`config.mk`:
```
export PLATFORM = sky130hd
export DESIGN_NAME = colparity_seq
export DESIGN_NICKNAME = d
export VERILOG_FILES = /design/src/rtl/colparity_seq.sv
export SDC_FILE = /design/constraint.sdc
export NUM_CORES = 1
export LEC_CHECK = 0
export CORE_ASPECT_RATIO = 1.25
export CORE_MARGIN = 5
export CORE_UTILIZATION = 35
export CTS_CLUSTER_DIAMETER = 80
export DETAILED_ROUTE_END_ITERATION = 7
export HOLD_SLACK_MARGIN = 0.03
export PLACE_DENSITY = 0.77
export SKIP_CTS_REPAIR_TIMING = 1
export SLEW_MARGIN = 20
export SYNTH_ARGS = -nofsm -noshare
export SYNTH_HDL_FRONTEND = slang
export SYNTH_SLANG_ARGS = --single-unit
export TNS_END_PERCENT = 50
```
`constraint.sdc`:
```
create_clock -name clk -period 1.5 [get_ports clk]
set_clock_uncertainty 0.1 [all_clocks]
set_input_delay 0.3 -clock clk [delete_from_list [all_inputs] [get_ports clk]]
set_output_delay 0.3 -clock clk [all_outputs]
set_load 0.005 [all_outputs]
```
`src/rtl/colparity_seq.sv`:
```
// Slice-wise column-parity sequencer: streams (previous, current) slice pairs from
// the slice memory into colParity and writes each result slice back in place.
module colparity_seq #(
  parameter int unsigned SLICE_W    = 25,
  parameter int unsigned NUM_SLICES = 64,
  parameter int unsigned IDX_W      = 6
) (
  input  logic               clk,
  input  logic               rst,
  input  logic               start,
  output logic               busy,
  output logic               done,
  output logic               rd_en,
  output logic [IDX_W-1:0]   rd_addr,
  input  logic [SLICE_W-1:0] rd_data,
  output logic [SLICE_W-1:0] cp_prev,
  output logic [SLICE_W-1:0] cp_cur,
  input  logic [SLICE_W-1:0] cp_out,
  output logic               wr_en,
  output logic [IDX_W-1:0]   wr_addr,
  output logic [SLICE_W-1:0] wr_data
);

  localparam logic [IDX_W-1:0] LAST_IDX = IDX_W'(NUM_SLICES - 1);

  typedef enum logic [2:0] {
    S_IDLE,
    S_PRIME,
    S_RUN,
    S_DRAIN,
    S_FIN
  } state_e;

  state_e             state_q, state_d;
  logic [IDX_W-1:0]   cnt_q, cnt_d;
  logic               rd_vld_q;
  logic               first_q;
  logic [IDX_W-1:0]   rd_idx_q;
  logic [SLICE_W-1:0] prev_q;

  // NOTE: every output and next-state signal gets a default before the case,
  // so no path through the block leaves a value unassigned and no latch is inferred.
  always_comb begin
    state_d = state_q;
    cnt_d   = cnt_q;
    busy    = 1'b0;
    done    = 1'b0;
    rd_en   = 1'b0;
    rd_addr = '0;
    unique case (state_q)
      S_IDLE: begin
        if (start) state_d = S_PRIME;
      end
      // The last slice is read first so slice 0 has its wrap-around neighbour.
      S_PRIME: begin
        busy    = 1'b1;
        rd_en   = 1'b1;
        rd_addr = LAST_IDX;
        cnt_d   = '0;
        state_d = S_RUN;
      end
      S_RUN: begin
        busy    = 1'b1;
        rd_en   = 1'b1;
        rd_addr = cnt_q;
        if (cnt_q == LAST_IDX) begin
          cnt_d   = '0;
          state_d = S_DRAIN;
        end else begin
          cnt_d = cnt_q + 1'b1;
        end
      end
      S_DRAIN: begin
        busy    = 1'b1;
        state_d = S_FIN;
      end
      S_FIN: begin
        done    = 1'b1;
        state_d = S_IDLE;
      end
      default: state_d = S_IDLE;
    endcase
  end

  // NOTE: all state is updated with non-blocking assignments so every register
  // samples the pre-edge values of the others, independent of statement order.
  always_ff @(posedge clk or posedge rst) begin
    if (rst) begin
      state_q  <= S_IDLE;
      cnt_q    <= '0;
      rd_vld_q <= 1'b0;
      first_q  <= 1'b0;
      rd_idx_q <= '0;
      prev_q   <= '0;
    end else begin
      state_q  <= state_d;
      cnt_q    <= cnt_d;
      rd_vld_q <= rd_en;
      first_q  <= (state_q == S_PRIME);
      rd_idx_q <= rd_addr;
      if (rd_vld_q) prev_q <= rd_data;
    end
  end

  // The primed slice only seeds prev_q; every later returned slice produces a write.
  assign wr_en   = rd_vld_q & ~first_q;
  assign wr_addr = rd_idx_q;
  assign wr_data = cp_out;
  assign cp_prev = prev_q;
  assign cp_cur  = rd_data;

endmodule

```
==> run_1/clock_map.png <==
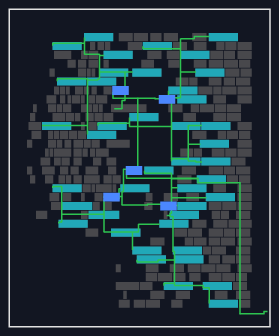
Blue marks cells driving clock nets, count 5. Green marks clock wires, length 554 µm. Cyan marks flip-flops, count 42.
There are 6 routed clock nets.
clock share of power: 0.374
P_clk: 877 µW
clk latency late pin: 290 ps

==> run_1/final_congestion.png <==
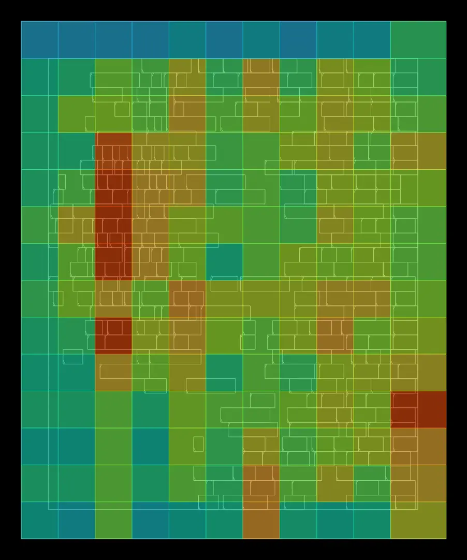
fin util: 0.572
global-route usage over all layers: 0.134
met3 Use GR: 0.0381
met1 Use GR: 0.164
DR WL/cell: 16.4 µm

==> notes.md, run 1 <==
yosys + openroad results -> Sw Share 0.208, Flop pwr share 0.503, most frequent cells in the layout dlymetal6s2s_1, dfrtp_1, buf_4, status finished, violations left, EDFF count, synth 0, clk root buf clkbuf_8, TritonRoute pass-1 iters 4, die area 7670 µm², share of layout cells above drive strength 1 0.300, row count 31, final worst setup slack -251 ps, Max Root-Sink Buffers 2, multi-input logic area 697 µm², slew margin rel. 0.778, Adder Area Share 0.00595, RR Endpoint cnt_q[3], total CTS buffers 5, mux frac, synth 0.139, CP Buf/Inv Count 2, Comb pwr share 0.123, yosys warns 0, Hold Path Class input pin to asynchronous set/reset pin, # IOs 144, clock sink count 42, Register Area 1050 µm², die width 79.4 µm, CP Cell Sequence nor2b_4 -> buf_6 -> nand2_2 -> a21oi_2 -> buf_2, Cell variety after synth 32, initial antenna violation count 0, average vias per placed instance 4.82, flip-flops 42, min Tclk post-route 1750 ps, P_seq 1180 µW, Setup-failing EPs final 11, Die Y-Extent 96.7 µm, Worst setup EP type output port, Mapped Cells 190, H-tree levels 2, # DRC 0, Non-clk invs 3, Filler cells 477, Sw Pwr 489 µW, share of the synthesized area in the top cell type 0.499, critical setup path kind flop to output port, Antenna Cells 0, Synth Seq Share 0.499, Max stage delay on crit path 410 ps, Comb. pwr 288 µW, Internal Power 1860 µW, failing checks setup timing
==> run_1/drive_strength.png <==
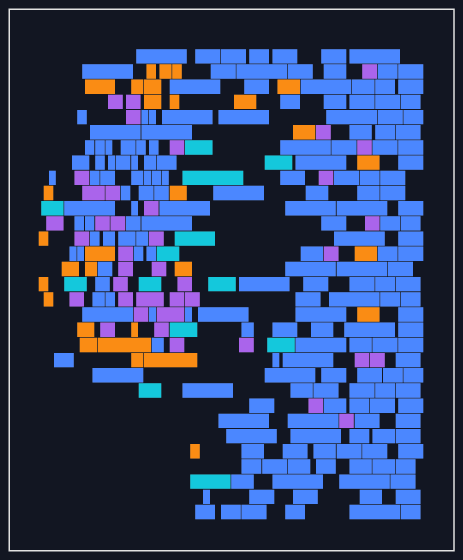
Cyan marks drive 6 and up, cells 13, share 4.8%. Purple marks drive 3 to 4, cells 39, share 14%, most used buf_4. Orange marks drive 2, cells 30, share 11%, most used a21oi_2. Blue marks drive 1 or less, cells 191, share 70%, most used dlymetal6s2s_1.
final worst setup slack: -251 ps
Non-Clock Buffer Count: 133
final instance area: 3330 µm²
synth-to-layout area growth: 58.2%

==> run_1/gate_families.png <==
Bar = 20 µm.
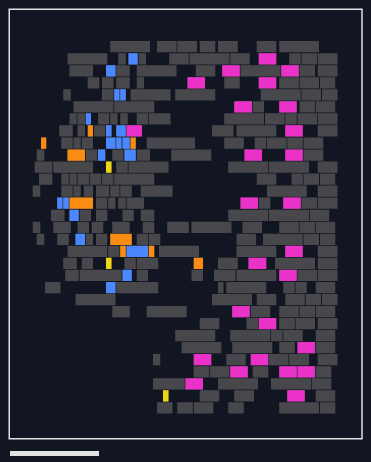
Magenta marks multiplexers, cells 26, most used mux2_1. Blue marks NAND gates, cells 19, most used nand2_1. Yellow marks inverters, cells 3. Orange marks NOR gates, cells 9, most used nor2_1.
Top cell excl fill/tap: dlymetal6s2s_1
logic share of the area: 0.209
Finished Layout Cells: 339

-- run 1: metal layers --
metal	routed length [µm]	vias up	global-route usage	share of wire
met5	0	-	0	0
met4	129	0	0.0648	0.023
met3	562	20	0.0381	0.10
met2	2630	89	0.215	0.47
met1	2230	765	0.164	0.40
li1	-	761	-	-
-- run 1: per-stage QoR --
step	hold slack, ps	TNS [ps]	setup WS (ps)
detailed placement	375	-7880	-413
floorplan	335	0	2.34
finish	246	-1810	-251
CTS	252	-12960	-743
global placement	366	-7650	-359
global route	280	-2480	-307
-- run 1: flip-flops by register name, indices dropped and copies added (netlist names) --
signal	flops
first_q	1
state_q	3
cp_prev	25
wr_addr	6
rd_vld_q	1
cnt_q	6
==> run_1/met3.png <==
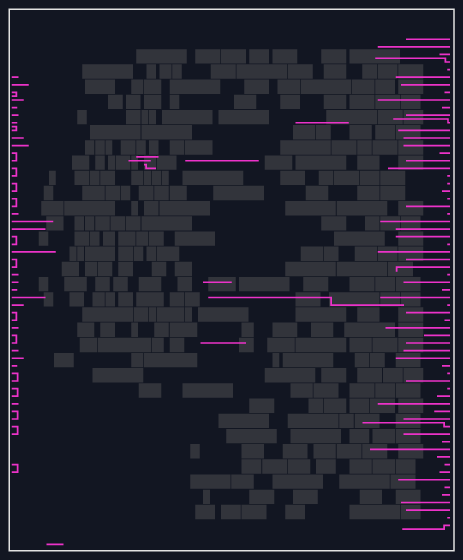

==> run 2, diff against run 1 <==
--- a/config.mk
+++ b/config.mk
@@ -10,6 +10,7 @@
 export CORE_UTILIZATION = 35
 export CTS_CLUSTER_DIAMETER = 80
 export DETAILED_ROUTE_END_ITERATION = 7
+export GPL_TIMING_DRIVEN = 0
 export HOLD_SLACK_MARGIN = 0.03
 export PLACE_DENSITY = 0.77
 export SKIP_CTS_REPAIR_TIMING = 1
==> run_2/met3.png <==
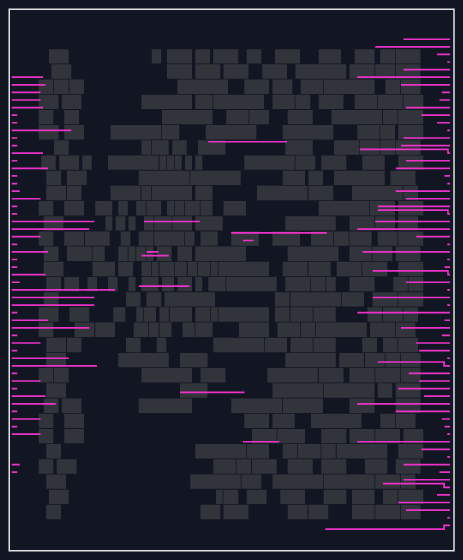
119 nets have wire on it. The layer carries 767 µm of wire. The wires run mostly horizontal.

==> run_2/final_congestion.png <==
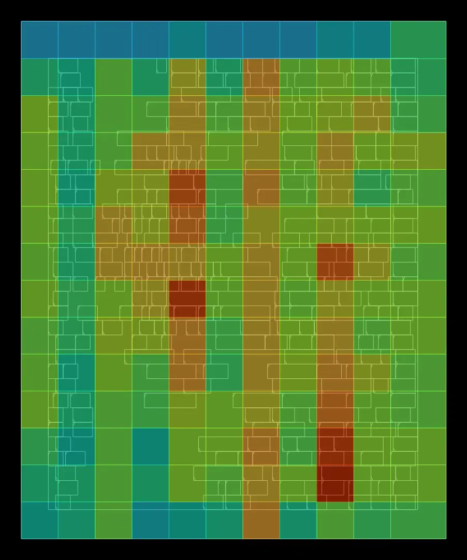
M2 GR Usage: 0.232
fin util: 0.652

==> run_2/gate_families.png <==
Bar = 20 µm.
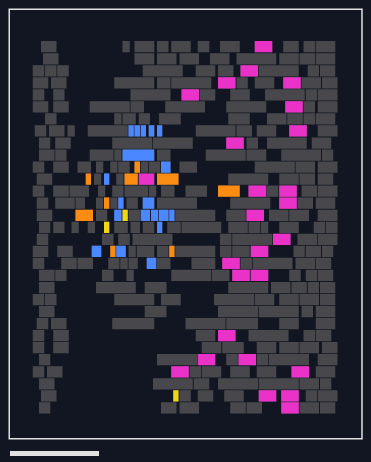
Magenta marks multiplexers, cells 26, most used mux2_1. Blue marks NAND gates, cells 19, most used nand2_1, where center. Yellow marks inverters, cells 3, most used inv_2. Orange marks NOR gates, cells 9, most used nor2_1.

==> notes.md, run 2 <==
yosys + openroad results -> synth-to-layout area growth 80.2%, Setup-failing EPs final 10 (-1), global-route usage over all layers 0.144 (+0.00979), initial antenna violation count 0 (unchanged), Worst Setup Slack post-DPL -729 ps (-317 ps), # DRC 0 (unchanged), Synth Seq Share 0.499 (unchanged), Cell variety after synth 32 (unchanged), flip-flops 42 (unchanged), slew margin rel. 0.789 (+0.0108), Antenna Cells 0 (unchanged), DR WL/cell 15.0 µm (-8.3%), share of the synthesized area in the top cell type 0.499 (unchanged), CP Buf/Inv Count 3 (+1), clk root buf clkbuf_8, failing checks setup timing, Non-Clock Buffer Count 187 (+41%), cell count listed in synth_stat.txt 190, Hold Path Class input pin to asynchronous set/reset pin, Commonest cells post-synth buf_4, dfrtp_1, mux2_1, Filler cells 442 (-7.3%), status finished, violations left, mux frac, synth 0.139 (unchanged), # IOs 144 (unchanged), RR Endpoint cp_prev[12], total CTS buffers 5 (unchanged), multi-input logic area 697 µm² (unchanged), H-tree levels 2 (unchanged), EDFF count, synth 0 (unchanged), die width 79.4 µm (unchanged), Die Y-Extent 96.7 µm (unchanged), final hold violation count 0, Finished Layout Cells 391 (+15%), logic share of the area 0.184 (-0.0256), TritonRoute pass-1 iters 4 (unchanged), Non-clk invs 3 (unchanged), final worst setup slack -430 ps (-180 ps), share of layout cells above drive strength 1 0.314 (+0.0135), most frequent cells in the layout buf_4, dlymetal6s2s_1, clkdlybuf4s50_1, max reg flops 25 (unchanged), Max Root-Sink Buffers 2 (unchanged), Register Area 1050 µm² (-0.12%), clk latency late pin 280 ps (about the same), setup TNS -3180 ps (-1370 ps), die area 7670 µm² (unchanged), top cell category non-clock buffers, critical setup path kind flop to output port, Min Hold Slack 127 ps (-119 ps), Max stage delay on crit path 450 ps (+40 ps)
## run 2: cell families (layout without fill, tap and decap cells)
kind of cell               Yosys count  count (layout)
AOI/OAI and AO/OA                   26              26
adders and majority gates            1               1
buffers and inverters               61             196
DFF                                 42              42
muxes                               26              26
and+or+nand+nor                     34              34
## run 2: where the power goes
part / switching (µW) / internal, µW / total [µW] / leakage (µW)
clock: 352 / 355 / 707 / 0.0000431
combinational: 122 / 315 / 437 / 0.00161
sequential: 14.3 / 1170 / 1180 / 0.000484
total: 489 / 1840 / 2320 / 0.00214
## run 2: layer usage
layer | global-route usage | up-vias
li1 | - | 868
met1 | 0.165 | 852
met2 | 0.232 | 129
met3 | 0.0586 | 6
met4 | 0.0675 | 0
met5 | 0 | -
Power and IR drop assume default switching activity.
